===== src/rtl/reg_write_arbiter_pkg.sv =====
// ============================================================================
// Module      : reg_write_arbiter_pkg
// Description : Shared word width and arbiter state encodings.
// Revision    : 1.0 - initial release
// ============================================================================
`default_nettype none

package reg_write_arbiter_pkg;

    localparam int unsigned C_WORD_SIZE = 32;

    typedef enum logic [1:0] {
        ARB_IDLE   = 2'd0,
        ARB_GRANT  = 2'd1,
        ARB_LOCKED = 2'd2
    } arb_state_t;

endpackage

`default_nettype wire


===== src/rtl/reg_write_arbiter_picker.sv =====
// ============================================================================
// Module      : rr_priority_picker
// Description : Combinational round-robin picker, scanning from ptr+1 upward.
// Revision    : 1.0 - initial release
// ============================================================================
`default_nettype none

module rr_priority_picker #(
    parameter int unsigned NUM_REQ = 4,
    parameter int unsigned IDX_W   = $clog2(NUM_REQ)
) (
    input  logic [NUM_REQ-1:0] req,
    input  logic [IDX_W-1:0]   ptr,
    input  logic [NUM_REQ-1:0] mask,
    output logic               valid,
    output logic [IDX_W-1:0]   win
);

    logic [NUM_REQ-1:0] w_req_masked;
    logic [IDX_W-1:0]   w_idx;
    int                 w_sum;

    assign w_req_masked = req & ~mask;

    // Walk from the farthest candidate to the nearest so the nearest overwrites.
    always_comb begin
        valid = 1'b0;
        win   = '0;
        w_sum = 0;
        w_idx = '0;
        for (int k = NUM_REQ; k >= 1; k--) begin
            w_sum = int'(ptr) + k;
            if (w_sum >= int'(NUM_REQ)) begin
                w_sum = w_sum - int'(NUM_REQ);
            end
            w_idx = IDX_W'(w_sum);
            if (w_req_masked[w_idx]) begin
                valid = 1'b1;
                win   = w_idx;
            end
        end
    end

endmodule

`default_nettype wire


===== src/rtl/reg_write_arbiter.sv =====
// ============================================================================
// Module      : reg_write_arbiter
// Description : Round-robin req/gnt/ack arbiter owning one shared register.
//               Define REG_ARB_LOCK_TIMEOUT_EN to bound LOCKED to LOCK_LIMIT writes.
// Revision    : 1.0 - initial release
// ============================================================================
`default_nettype none

module reg_write_arbiter
    import reg_write_arbiter_pkg::*;
#(
    parameter int unsigned WORD_SIZE  = C_WORD_SIZE,
    parameter int unsigned NUM_REQ    = 4,
    parameter int unsigned LOCK_LIMIT = 8
) (
    input  logic                         clk,
    input  logic                         reset,
    input  logic [NUM_REQ-1:0]           req,
    input  logic [NUM_REQ-1:0]           lock,
    input  logic [NUM_REQ*WORD_SIZE-1:0] wdata,
    output logic [NUM_REQ-1:0]           gnt,
    output logic [NUM_REQ-1:0]           ack,
    output logic [$clog2(NUM_REQ)-1:0]   owner,
    output logic                         busy,
    output logic [WORD_SIZE-1:0]         q
);

    localparam int unsigned IDX_W = $clog2(NUM_REQ);

    if (NUM_REQ < 2) begin : g_chk_num_req
        $error("NUM_REQ must be at least 2");
    end
    if (LOCK_LIMIT < 1) begin : g_chk_lock_limit
        $error("LOCK_LIMIT must be at least 1");
    end

    function automatic logic [NUM_REQ-1:0] onehot(input logic [IDX_W-1:0] i);
        onehot    = '0;
        onehot[i] = 1'b1;
    endfunction

    arb_state_t           state_q, state_d;
    logic [NUM_REQ-1:0]   gnt_q, gnt_d;
    logic [NUM_REQ-1:0]   ack_q, ack_d;
    logic [IDX_W-1:0]     owner_q, owner_d;
    logic [IDX_W-1:0]     ptr_q, ptr_d;
    logic [WORD_SIZE-1:0] data_q, data_d;

    logic [WORD_SIZE-1:0] w_words [NUM_REQ];
    logic [NUM_REQ-1:0]   w_owner_oh;
    logic [NUM_REQ-1:0]   w_mask;
    logic                 w_valid;
    logic [IDX_W-1:0]     w_win;
    logic                 w_grant_stay;
    logic                 w_lock_expire;

    for (genvar i = 0; i < NUM_REQ; i++) begin : g_unpack
        assign w_words[i] = wdata[i*WORD_SIZE +: WORD_SIZE];
    end

    assign w_owner_oh = onehot(owner_q);

`ifdef REG_ARB_LOCK_TIMEOUT_EN
    localparam int unsigned CNT_W = $clog2(LOCK_LIMIT + 1);

    logic [CNT_W-1:0] cnt_q, cnt_d;
    logic             expired_q, expired_d;

    // After a timed-out lock, the old owner yields once if anyone else is waiting.
    assign w_mask        = (expired_q && ((req & ~w_owner_oh) != '0)) ? w_owner_oh : '0;
    assign w_grant_stay  = lock[owner_q] && (LOCK_LIMIT > 1);
    assign w_lock_expire = (int'(cnt_q) + 1) >= int'(LOCK_LIMIT);
`else
    assign w_mask        = '0;
    assign w_grant_stay  = lock[owner_q];
    assign w_lock_expire = 1'b0;
`endif

    rr_priority_picker #(
        .NUM_REQ (NUM_REQ),
        .IDX_W   (IDX_W)
    ) u_picker (
        .req   (req),
        .ptr   (ptr_q),
        .mask  (w_mask),
        .valid (w_valid),
        .win   (w_win)
    );

    always_comb begin
        state_d   = state_q;
        gnt_d     = gnt_q;
        ack_d     = '0;
        owner_d   = owner_q;
        ptr_d     = ptr_q;
        data_d    = data_q;
`ifdef REG_ARB_LOCK_TIMEOUT_EN
        cnt_d     = cnt_q;
        expired_d = expired_q;
`endif
        case (state_q)
            ARB_IDLE: begin
                if (w_valid) begin
                    gnt_d   = onehot(w_win);
                    owner_d = w_win;
                    state_d = ARB_GRANT;
`ifdef REG_ARB_LOCK_TIMEOUT_EN
                    expired_d = 1'b0;
`endif
                end
            end
            ARB_GRANT: begin
                if (req[owner_q]) begin
                    data_d = w_words[owner_q];
                    ack_d  = w_owner_oh;
                    ptr_d  = owner_q;
`ifdef REG_ARB_LOCK_TIMEOUT_EN
                    cnt_d     = CNT_W'(1);
                    expired_d = lock[owner_q] && !w_grant_stay;
`endif
                    if (w_grant_stay) begin
                        state_d = ARB_LOCKED;
                    end else begin
                        gnt_d   = '0;
                        state_d = ARB_IDLE;
                    end
                end else begin
                    gnt_d   = '0;
                    state_d = ARB_IDLE;
                end
            end
            ARB_LOCKED: begin
                if (req[owner_q] && lock[owner_q]) begin
                    data_d = w_words[owner_q];
                    ack_d  = w_owner_oh;
`ifdef REG_ARB_LOCK_TIMEOUT_EN
                    cnt_d = cnt_q + CNT_W'(1);
`endif
                    if (w_lock_expire) begin
                        gnt_d   = '0;
                        state_d = ARB_IDLE;
`ifdef REG_ARB_LOCK_TIMEOUT_EN
                        expired_d = 1'b1;
`endif
                    end
                end else begin
                    gnt_d   = '0;
                    state_d = ARB_IDLE;
                end
            end
            default: begin
                gnt_d   = '0;
                state_d = ARB_IDLE;
            end
        endcase
    end

    always_ff @(posedge clk or negedge reset) begin
        if (!reset) begin
            state_q <= ARB_IDLE;
            gnt_q   <= '0;
            ack_q   <= '0;
            owner_q <= '0;
            ptr_q   <= IDX_W'(NUM_REQ - 1);
            data_q  <= '0;
        end else begin
            state_q <= state_d;
            gnt_q   <= gnt_d;
            ack_q   <= ack_d;
            owner_q <= owner_d;
            ptr_q   <= ptr_d;
            data_q  <= data_d;
        end
    end

`ifdef REG_ARB_LOCK_TIMEOUT_EN
    always_ff @(posedge clk or negedge reset) begin
        if (!reset) begin
            cnt_q     <= '0;
            expired_q <= 1'b0;
        end else begin
            cnt_q     <= cnt_d;
            expired_q <= expired_d;
        end
    end
`endif

    assign gnt   = gnt_q;
    assign ack   = ack_q;
    assign owner = owner_q;
    assign busy  = (state_q != ARB_IDLE);
    assign q     = data_q;

endmodule

`default_nettype wire


===== config.mk =====
export PLATFORM = sky130hd
export DESIGN_NAME = reg_write_arbiter
export DESIGN_NICKNAME = d
export VERILOG_FILES = /design/src/rtl/reg_write_arbiter_pkg.sv /design/src/rtl/reg_write_arbiter_picker.sv /design/src/rtl/reg_write_arbiter.sv
export SDC_FILE = /design/constraint.sdc
export NUM_CORES = 1
export LEC_CHECK = 0
export CORE_ASPECT_RATIO = 1.5
export CORE_MARGIN = 10
export CORE_UTILIZATION = 39
export CTS_CLUSTER_DIAMETER = 200
export DETAILED_ROUTE_END_ITERATION = 6
export HOLD_SLACK_MARGIN = 0.1
export PLACE_DENSITY = 0.91
export RECOVER_POWER = 100
export SYNTH_ARGS = -nofsm -noshare
export SYNTH_HDL_FRONTEND = slang
export SYNTH_SLANG_ARGS = --single-unit
export TNS_END_PERCENT = 10

===== constraint.sdc =====
create_clock -name clk -period 5.35 [get_ports clk]
set_clock_uncertainty 0.15 [all_clocks]
set_input_delay 0.535 -clock clk [delete_from_list [all_inputs] [get_ports clk]]
set_output_delay 0.535 -clock clk [all_outputs]
set_load 0.02 [all_outputs]

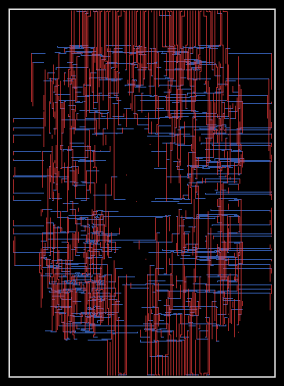
Figure 1: run 1, metal layers overlaid.
(3 px per um) Only two layers are drawn.
[blue] met1 | wire length: 3050 um
[red] met2 | wire length: 5710 um
routed via count: 2405
total wire length: 9970 um
wire per inst: 23.0 um
Total Routing Usage GR: 0.186

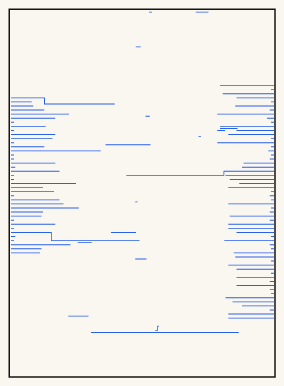
Figure 2: run 1, metal 3.
(3 px per um)
share of all routed wire: 11%
main direction: horizontal
nets with wire on the layer: 105
wire length on this layer: 1070 um
longest straight run: 49.0 um
met3 GRT Util: 0.0741

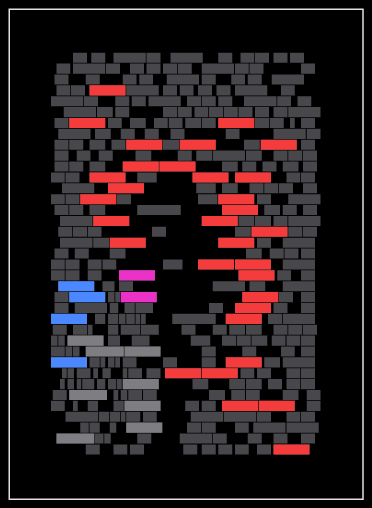
Figure 3: run 1, sequential cells colored by netlist name.
(4 px per um) Other sequential cells in the stronger gray, the rest of the logic in the fainter gray.
[blue] ack | sequential cells: 4 | where: left middle
[magenta] state_q | sequential cells: 2
[red] q | sequential cells: 32
not colored: 8
Power Sequential: 0.000612 W
Final Core Density: 0.687

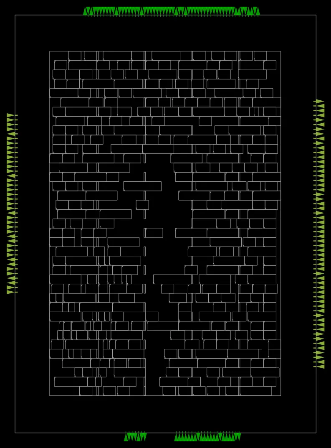
Figure 4: run 1, placed standard cells.
registers: 46
Filler cells: 518
fin cells: 434
flop share of the area: 0.247

==> run 1: final cells by class <==
cell class,instances,area (sq um)
clock inverters,2,60.1
flip-flops and latches,46,1150
repair buffers,182,1810
multi-input cells,115,1460
clock buffers,6,82.6
well taps,78,97.6
fillers,518,2130
inverters,5,18.8
==> run 1: per-layer routing <==
| layer | up-vias | part of all wire | track usage |
|---|---|---|---|
| met3 | 10 | 0.11 | 0.0741 |
| li1 | 1057 | - | - |
| met2 | 118 | 0.57 | 0.354 |
| met4 | 0 | 0.015 | 0.0482 |
| met1 | 1220 | 0.31 | 0.176 |
| met5 | - | 0 | 0 |
==> run 1: flip-flops by register name, summed over array words and instances, names as in the netlist <==
name / cells
owner: 2
gnt: 4
q: 32
state_q: 2
ptr_q: 2
ack: 4
==> Changelog: implementation, run 1 <==
### Metrics

* Post_cts resized at 0
* Top cells, area: dfrtp_1, mux4_2, mux2_2, dfstp_2, a32o_1
* Tmin final at 3.79 ns
* Area growth, synth to finish at 72.5%
* # port buffers at 180
* TNS Setup at 0 ns
* Internal power at 0.00152 W
* # placed instances at 426
* Fin. max-slew vios at 119
* Final net count at 496
* Die Span Y at 122 um
* CTS tree: done
* Clk root buf: clkbuf_8
* Max Cap Violations at 3
* Setup crit start kind: flip-flop
* Row Count at 37
* EDFF count, synth at 0
* Seq share, synth at 0.426
* Clock network latency to the later pin of the worst-skew pair at 0.30 ns
* Final worst setup slack at 1.56 ns
* Ys cells at 177
* Routability cong. at 0.811
* Max transition margin at -0.607
* # hold bufs at CTS at 0
* Clock Sinks at 46
* Mux area share at 0.419
* Initial DRC Count at 95
* Post-Syn Area at 2710 sq um
* CP endpoint kind: output port
* DP Area at 4550 sq um
* Worst-margin pin slew at 2.41 ns
* Vias in the first global route at 2927
* Router iterations before antenna repair at 4
* Outcome: finished with violations
* Syn. warnings at 0
* Post-Synth AOI/OAI Area at 0.0614
* Cell variety after synth at 32
* Leakage power of the design at 1.87 nW
* Post-synthesis area per instance at 15.3 sq um
* Yosys top cell by area: dfrtp_1
* CP peak stage delay at 1.55 ns
* Most numerous logic cell after layout: clkdlybuf4s50_1
* Failing checks: capacitance limit, slew limit
* Critical path's top delay family: buffers and inverters
Figure 5. Placed cells, one color a class (run 1).
(2 px per um)
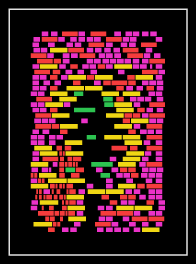

==> inputs of run 2 (changes only) <==
--- a/config.mk
+++ b/config.mk
@@ -7,11 +7,11 @@
 export LEC_CHECK = 0
 export CORE_ASPECT_RATIO = 1.5
 export CORE_MARGIN = 10
-export CORE_UTILIZATION = 39
+export CORE_UTILIZATION = 33
 export CTS_CLUSTER_DIAMETER = 200
 export DETAILED_ROUTE_END_ITERATION = 6
 export HOLD_SLACK_MARGIN = 0.1
-export PLACE_DENSITY = 0.91
+export PLACE_DENSITY = 0.82
 export RECOVER_POWER = 100
 export SYNTH_ARGS = -nofsm -noshare
 export SYNTH_HDL_FRONTEND = slang
==> constraint.sdc (replaced) <==
create_clock -name clk -period 3.2 [get_ports clk]
set_clock_uncertainty 0.15 [all_clocks]
set_input_delay 0.32 -clock clk [delete_from_list [all_inputs] [get_ports clk]]
set_output_delay 0.32 -clock clk [all_outputs]
set_load 0.02 [all_outputs]
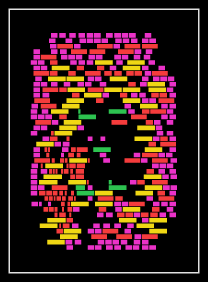
Figure 6: run 2, placed cells, one color a class.
(2 px per um)
[magenta] other buffers and delay cells | cells: 186 | share of their area: 40%
[yellow] flip-flops | cells: 46 | share of their area: 25%
[green] clock drivers and dummy loads | cells: 8 | share of their area: 3.2%
[red] all other logic | cells: 120 | share of their area: 32%
Row Count: 40
flop share of the area: 0.243

==> run 2 against run 1 <==
  * The run now ends clean
  * Setup slack lost 1.0 ns
  * Final area increased by 1.6%
  * Global-route usage is 3.6 points lower
  * Critical path type is now reg -> reg
==> Changelog: implementation, run 2 <==
### Metrics

* Registers at 46
* Inverter count at 5
* Final Core Density at 0.593
* DR top layer: met4
* Mux area share at 0.419
* Initial DRC Count at 86
* Yosys top cell by area: dfrtp_1
* Fin. max-slew vios at 0
* Post-synthesis area per instance at 15.3 sq um
* NonClk Buf Share at 0.387
* Met3 GRT Util at 0.0708
* Outcome: completed
* Grt peak-use layer: met2
* Number of logic gates at 115
* Clock network latency to the later pin of the worst-skew pair at 0.28 ns
* Max transition margin at 0.308
* Post-Synth AOI/OAI Area at 0.0614
* Area growth, synth to finish at 75.3%
* # port buffers at 180
* Total wire length at 9370 um
[run 2: cell counts after synthesis]
No cell type changed its count.
[run 2: path summary, 6_finish.rpt]
check	endpoint	slack [ns]	depth (start not counted)	from
min in group clk	gnt[3]	0.34	1	gnt[3]
hold / removal	ack[1]	0.08	1	reset
setup reg to reg	q[18]	0.56	5	owner[0]
setup / recovery	q[18]	0.56	5	owner[0]
hold reg to reg	gnt[3]	0.34	1	gnt[3]
max in group asynchronous	owner[0]	2.12	1	reset
[run 2: power groups by stage]
stage	combinational, W	sequential, W	clock (W)
final	0.00247	0.00102	0.000508
after global placement	0.00257	0.00103	0
after floorplan	0.00135	0.00134	0
after global routing	0.00267	0.00106	0.000557
after CTS	0.00264	0.00103	0.000525
after detailed placement	0.00264	0.00104	0
Figure 7. Metal layers overlaid (run 2).
(3 px per um) Only two layers are drawn.
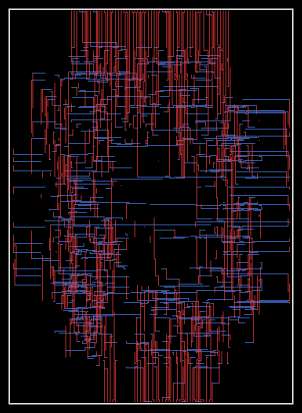

==> inputs of run 3 (changes only) <==
--- a/config.mk
+++ b/config.mk
@@ -7,11 +7,11 @@
 export LEC_CHECK = 0
 export CORE_ASPECT_RATIO = 1.5
 export CORE_MARGIN = 10
-export CORE_UTILIZATION = 33
+export CORE_UTILIZATION = 36
 export CTS_CLUSTER_DIAMETER = 200
 export DETAILED_ROUTE_END_ITERATION = 6
 export HOLD_SLACK_MARGIN = 0.1
-export PLACE_DENSITY = 0.82
+export PLACE_DENSITY = 0.85
 export RECOVER_POWER = 100
 export SYNTH_ARGS = -nofsm -noshare
 export SYNTH_HDL_FRONTEND = slang
==> constraint.sdc (replaced) <==
create_clock -name clk -period 2.5 [get_ports clk]
set_clock_uncertainty 0.15 [all_clocks]
set_input_delay 0.25 -clock clk [delete_from_list [all_inputs] [get_ports clk]]
set_output_delay 0.25 -clock clk [all_outputs]
set_load 0.02 [all_outputs]
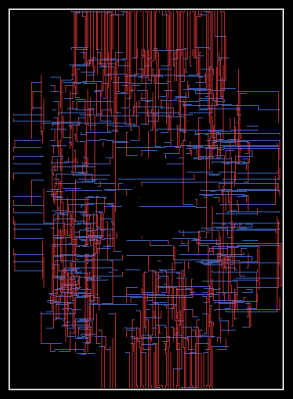
Figure 8: run 3, metal layers overlaid.
(3 px per um) Only two layers are drawn.
[red] met2 | wire length: 5120 um
[blue] met1 | wire length: 3210 um
routed via count: 2334
Total Routing Usage GR: 0.160
wire per inst: 20.2 um

==> run 3 against run 2 <==
  * Final area is essentially flat
  * Critical path depth unchanged
  * Count of clock-buffer cells in the layout grew 1
  * Register-to-register slack lost 0.31 ns
  * Die size down 6.8%
  * Via count hardly changed
  * Global-route usage grew 1.1 points
  * Setup slack got worse by 0.31 ns
  * Area after synthesis did not move
  * Flip-flop count stayed put
  * Non-clock buffer count grew 2
  * Hold slack gained 0.26 ns
  * Critical path type unchanged
  * Largest cell class unchanged
==> Changelog: implementation, run 3 <==
### Metrics

* Outcome: completed
* Seq share, synth at 0.426
* TNS Setup at 0 ns
* CTS tree: done
* Clock Sinks at 46
* # port buffers at 180
* Clock group at 0.000525 W
* Post-synthesis area per instance at 15.3 sq um
* Total wire length at 9330 um
* Power Sequential at 0.00131 W
* Syn. warnings at 0
* DR top layer: met4
* Tmin final at 2.26 ns
* Post-Syn Area at 2710 sq um
* Grt peak-use layer: met2
* Internal power at 0.00316 W
* Max FFs per register at 32
* Post_cts resized at 0
* Leakage power of the design at 1.90 nW
* # placed instances at 453
* Ys cells at 177
* Router iterations before antenna repair at 4
* Row Count at 38
* CP endpoint kind: flip-flop
* Met3 GRT Util at 0.0666
* Worst-margin pin slew at 1.27 ns
* Fin cells at 462
* Met2 routed WL at 5120 um
* DP Area at 4640 sq um
* Area growth, synth to finish at 75.3%
* Setup crit start kind: flip-flop
* Clock network latency to the later pin of the worst-skew pair at 0.30 ns
* Comb pwr at 0.00323 W
* Met1 GRT Util at 0.160
* Vias in the first global route at 2682
* DR WL met3 at 778 um
run 3: path summary, 6_finish.rpt:
path	from	endpoint	slack (ns)	cells after the start
worst min-delay path	q[14]	q[14]	0.34	1
worst max register to register	owner[0]	q[20]	0.24	5
worst max-delay path	owner[0]	q[20]	0.24	5
worst min register to register	q[14]	q[14]	0.34	1
min in group asynchronous	reset	q[14]	0.60	2
max in group asynchronous	reset	q[16]	0.50	3
run 3: final cells by class:
class	count	area (sq um)
repair buffers	188	1880
flip-flops and latches	46	1150
inverters	5	18.8
fillers	552	2520
clock buffers	8	110
multi-input cells	115	1460
well taps	100	125
run 3: through the flow:
stage                     utilization  power, W
after floorplan                     -   0.00344
final                           0.653   0.00506
after global routing            0.653   0.00538
after CTS                       0.654   0.00528
after global placement          0.637   0.00466
after detailed placement        0.637   0.00474
No activity file was given, so power comes from the tool's default toggle rates.
